## config.mk

```make
export PLATFORM = sky130hd
export DESIGN_NAME = hazard_stall_controller
export DESIGN_NICKNAME = d
export VERILOG_FILES = /design/src/rtl/hazard_stall_controller.sv
export SDC_FILE = /design/constraint.sdc
export NUM_CORES = 1
export LEC_CHECK = 0
export CELL_PAD_IN_SITES_DETAIL_PLACEMENT = 1
export CELL_PAD_IN_SITES_GLOBAL_PLACEMENT = 2
export CORE_UTILIZATION = 33
export CTS_BUF_LIST = sky130_fd_sc_hd__clkbuf_8
export DETAILED_ROUTE_END_ITERATION = 7
export PLACE_DENSITY_LB_ADDON = 0.1
export SKIP_CTS_REPAIR_TIMING = 1
export SLEW_MARGIN = 15
export SYNTH_ARGS = -nofsm -noshare
export SYNTH_HDL_FRONTEND = slang
export SYNTH_SLANG_ARGS = --single-unit
```

## constraint.sdc

```tcl
create_clock -name clk -period 6.1 [get_ports clk]
set_input_delay 1.525 -clock clk [delete_from_list [all_inputs] [get_ports clk]]
set_output_delay 1.525 -clock clk [all_outputs]
set_load 0.02 [all_outputs]
```

## src/rtl/hazard_stall_controller.sv

```systemverilog
// hazard_stall_controller: load-use / memory-wait stall sequencing and registered EX forwarding selects
// for a 5-stage pipeline, driven by destination tags of in-flight instructions.
module hazard_stall_controller #(
   parameter int REG_ADDR_W = 5,
   parameter int CNT_W      = 16
) (
   input  logic                  clk,
   input  logic                  reset,
   input  logic                  id_valid,
   input  logic [REG_ADDR_W-1:0] id_rA_address,
   input  logic [REG_ADDR_W-1:0] id_rB_address,
   input  logic                  id_rA_used,
   input  logic                  id_rB_used,
   input  logic [REG_ADDR_W-1:0] id_rD_address,
   input  logic                  id_wr_en,
   input  logic                  id_is_load,
   input  logic                  id_is_store,
   input  logic                  mem_req_done,
   output logic                  stall_front,
   output logic                  bubble_ex,
   output logic                  freeze_pipe,
   output logic [1:0]            fwd_rA_sel,
   output logic [1:0]            fwd_rB_sel,
   output logic [CNT_W-1:0]      stall_count
);
   localparam logic [1:0] RUN = 2'd0, MEM_WAIT = 2'd1, LOAD_USE = 2'd2;
   typedef struct packed {
      logic [REG_ADDR_W-1:0] rd;
      logic                  wr;
      logic                  ld;
      logic                  mem_op;
   } tag_t;
   tag_t ex_q, mem_q, id_tag;
   logic [1:0] state_q, state_d, sel_a_q, sel_b_q, sel_a_d, sel_b_d;
   logic [CNT_W-1:0] cnt_q;
   logic m_ex_a, m_ex_b, m_mem_a, m_mem_b, load_use;
   assign m_ex_a  = id_valid & id_rA_used & ex_q.wr  & (id_rA_address == ex_q.rd);
   assign m_ex_b  = id_valid & id_rB_used & ex_q.wr  & (id_rB_address == ex_q.rd);
   assign m_mem_a = id_valid & id_rA_used & mem_q.wr & (id_rA_address == mem_q.rd);
   assign m_mem_b = id_valid & id_rB_used & mem_q.wr & (id_rB_address == mem_q.rd);
   assign freeze_pipe = mem_q.mem_op & ~mem_req_done;
   assign load_use    = ex_q.ld & (m_ex_a | m_ex_b);
   assign stall_front = freeze_pipe | load_use;
   assign bubble_ex   = load_use & ~freeze_pipe;
   assign fwd_rA_sel  = sel_a_q;
   assign fwd_rB_sel  = sel_b_q;
   assign stall_count = cnt_q;
   always_comb begin
      id_tag  = id_valid ? {id_rD_address, (id_wr_en & ~id_is_store) | id_is_load, id_is_load,
                            id_is_load | id_is_store} : '0;
      // a load in EX never forwards from EX/MEM; load-use bubbles it into MEM first
      sel_a_d = (m_ex_a & ~ex_q.ld) ? 2'b01 : m_mem_a ? 2'b10 : 2'b00;
      sel_b_d = (m_ex_b & ~ex_q.ld) ? 2'b01 : m_mem_b ? 2'b10 : 2'b00;
      state_d = (state_q == MEM_WAIT) ? (mem_req_done ? RUN : MEM_WAIT) :
                (state_q == LOAD_USE) ? (freeze_pipe ? MEM_WAIT : RUN) :
                freeze_pipe ? MEM_WAIT : load_use ? LOAD_USE : RUN;
   end
   always_ff @(posedge clk) begin
      if (reset) begin
         ex_q    <= '0;
         mem_q   <= '0;
         sel_a_q <= 2'b00;
         sel_b_q <= 2'b00;
         cnt_q   <= '0;
         state_q <= RUN;
      end else begin
         state_q <= state_d;
         if (stall_front && cnt_q != '1) cnt_q <= cnt_q + 1'b1;
         if (!freeze_pipe) begin
            ex_q    <= bubble_ex ? '0 : id_tag;
            mem_q   <= ex_q;
            sel_a_q <= bubble_ex ? 2'b00 : sel_a_d;
            sel_b_q <= bubble_ex ? 2'b00 : sel_b_d;
         end
      end
   end
endmodule

```

registers.png
Other sequential cells in the stronger grey, the rest of the logic in the fainter grey.
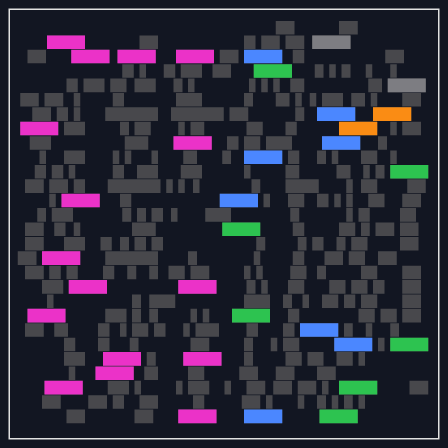
Magenta stands for `stall_count`, sequential cells 16. Blue stands for `ex_q`, sequential cells 8. Green stands for `mem_q`, sequential cells 7. Orange stands for `fwd_rB_sel`, sequential cells 2.
post-layout util: 44.60%
Seq group: 0.238 mW
flop share of the area: 26.38%

wire_density.png
The die is cut into 16 by 16 equal tiles; dark blue is low, red is high, scaled to the fullest tile. Values are wire area over tile area, all layers added.
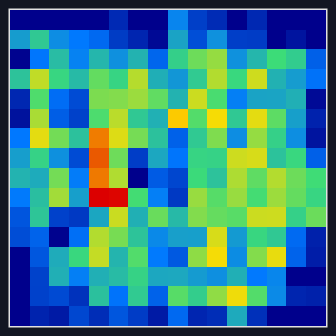
The emptiest ninth of the die: south-west. The mean over all tiles is 0.13. The fullest tile reaches 0.36.
Global Route Usage Sum: 17.67%
Post-Route WL: 5.352 mm

cell_classes.png
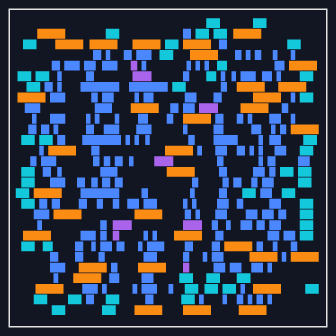
Blue stands for all other logic, cells 192, share of their area 51%. Cyan stands for other buffers and delay cells, cells 49, share of their area 19%. Orange stands for flip-flops, cells 35, share of their area 27%. Purple stands for clock drivers and dummy loads, cells 8, share of their area 3.3%.
# rows: 28
Final Instance Area: 2656 µm²
Core ar.: 5956 µm²

layout make-up:
type	count	area (µm²)
Timing Repair Buffer	49	483.0
Sequential cell	35	700.7
Clock buffer	5	68.82
Clock inverter	3	15.01
Tap cell	75	93.84
Inverter	5	18.77
Fill cell	731	3299
Multi-Input combinational cell	187	1276
cells in the mapped netlist (all sizes together) (3+ instances only):
master / count
nand2: 31
nand3: 8
nor2: 23
nor2b: 14
a2111oi: 4
xor2: 8
nand4: 13
clkbuf: 10
and2: 4
buf: 3
o2111ai: 4
dfxtp: 35
mux2: 14
inv: 5
and3: 6
a211oi: 4
a21oi: 25
xnor2: 12
per-layer routing:
layer  vias up  track usage (%)  part of all wire [%]
met5         -                0                     0
met1       867            22.09                    47
met3         6            3.708                   3.5
li1        933                -                     -
met4         0            5.357                   1.1
met2        36            30.25                    49
critical path, cell delays in order:
cell and delay [ps]:
clkdlybuf4s50_1 700, and3_1 210, nand3_1 140, o22a_4 410, nor2_1 140, clkdlybuf4s50_1 610
power groups by stage:
stage | registers, mW | logic (mW) | clock network [mW]
global route | 0.238 | 0.0593 | 0.184
global placement | 0.243 | 0.0539 | 0
CTS | 0.238 | 0.0542 | 0.177
detailed placement | 0.243 | 0.0538 | 0
floorplan | 0.242 | 0.0279 | 0
finish | 0.238 | 0.0535 | 0.165
cell families (layout without fill, tap and decap cells):
kind of cell,count (synthesis),in the layout
compound gates,44,44
buf+inv,18,62
xor+xnor,20,20
fa+ha+maj,1,1
mux,15,15
flops,35,35
simple gates,107,107
path summary, 6_finish.rpt:
check | end | slack [ps]
setup / recovery | bubble_ex | 820
hold / removal | fwd_rB_sel[1] | 460
setup reg to reg | stall_count[3] | 4070
hold reg to reg | fwd_rB_sel[1] | 460
registers in the layout, indices dropped and copies added, names as in the netlist:
| register | flops |
|---|---|
| stall_count | 16 |
| mem_q | 7 |
| fwd_rB_sel | 2 |
| fwd_rA_sel | 2 |
| ex_q | 8 |
stage by stage:
step / cells / area (µm²) / util, % / hold WS [ps]
floorplan: 240 / 2053 / - / 432.3
global placement: 351 / 2572 / 43.19 / 441.5
detailed placement: 351 / 2572 / 43.19 / 451.7
CTS: 359 / 2656 / 44.60 / 461.7
global route: 359 / 2656 / 44.60 / 482.4
finish: 359 / 2656 / 44.60 / 459.5
==> metrics.csv <==
metric,value,unit
drt_iter0_drc,50,
antenna_found_initial,0,
rsz0062_at_grt,false,
grt_pass1_wl,8.818,mm
fin_skew,2.868,ps
finalWorstSetupSlack,821.1,ps
hold_path_class,register to register,
synth_top_area_share,34.13,%
pre_cts_ws,853.0,ps
total_power,0.4565,mW
status,"finished, final reports clean",
clockRootBuffer,clkbuf_8,
r2r-start,stall_count[0],
hpwl,3.874,mm
synth_flop_count,35,
grt_max_degree,49,
io_pins,47,
grt_pass1_vias,1816,
drive_gt1_share,7.042,%
power_frac_comb,11.7,%
ys_sh_xor,8.531,%
min_from,fwd_rB_sel[1],
numPortBuffers,46,
tns,0,ps
diodes,0,
path_class,input pin to primary output,
cts_made_buffers,5,
drtPass1Iterations,4,
setup_viol,0,
p_per_area,171.9,nW/µm²
postSynth.asyncResetShare,0,%
topCombFamilyByArea,simple AND/OR/NAND/NOR gates,
die_area,6542,µm²
cp-startpoint,id_valid,
layout_top_cell,clkdlybuf4s50_1,
end_kind,primary output,
clkSinkCount,35,
vdd_drop_max,0.07001,mV
synthFlopType,dfxtp_1,
hold_depth,2,
yosys.area_share.simple,26.63,%
top_cells_by_area,"dfxtp_1 (34%), mux2_1 (7.7%), a21oi_1 (5.9%), nand2_1 (5.7%), a2111oi_4 (5.4%)",
crit_arrival,3750,ps
synth_warnings,0,
internal_power,0.3382,mW
period_used_share,86.54,%
start_kind,input pin,
antenna_left,0,
die_height,80.88,µm
synth_seq_share,34.13,%
synthAoiAreaFrac,18.22,%
p_leak,0.9413,nW
die_width,80.88,µm
drc,0,
ys_area,2053,µm²
power_switching,0.1183,mW
edf_count,0,
ys_sh_adder,0.6094,%
synth_cells,240,
power_frac_seq,52.1,%
synth_stat.cells,240,
synth.avg_cell_area,8.555,µm²
No activity file was given, so power comes from the tool's default toggle rates.
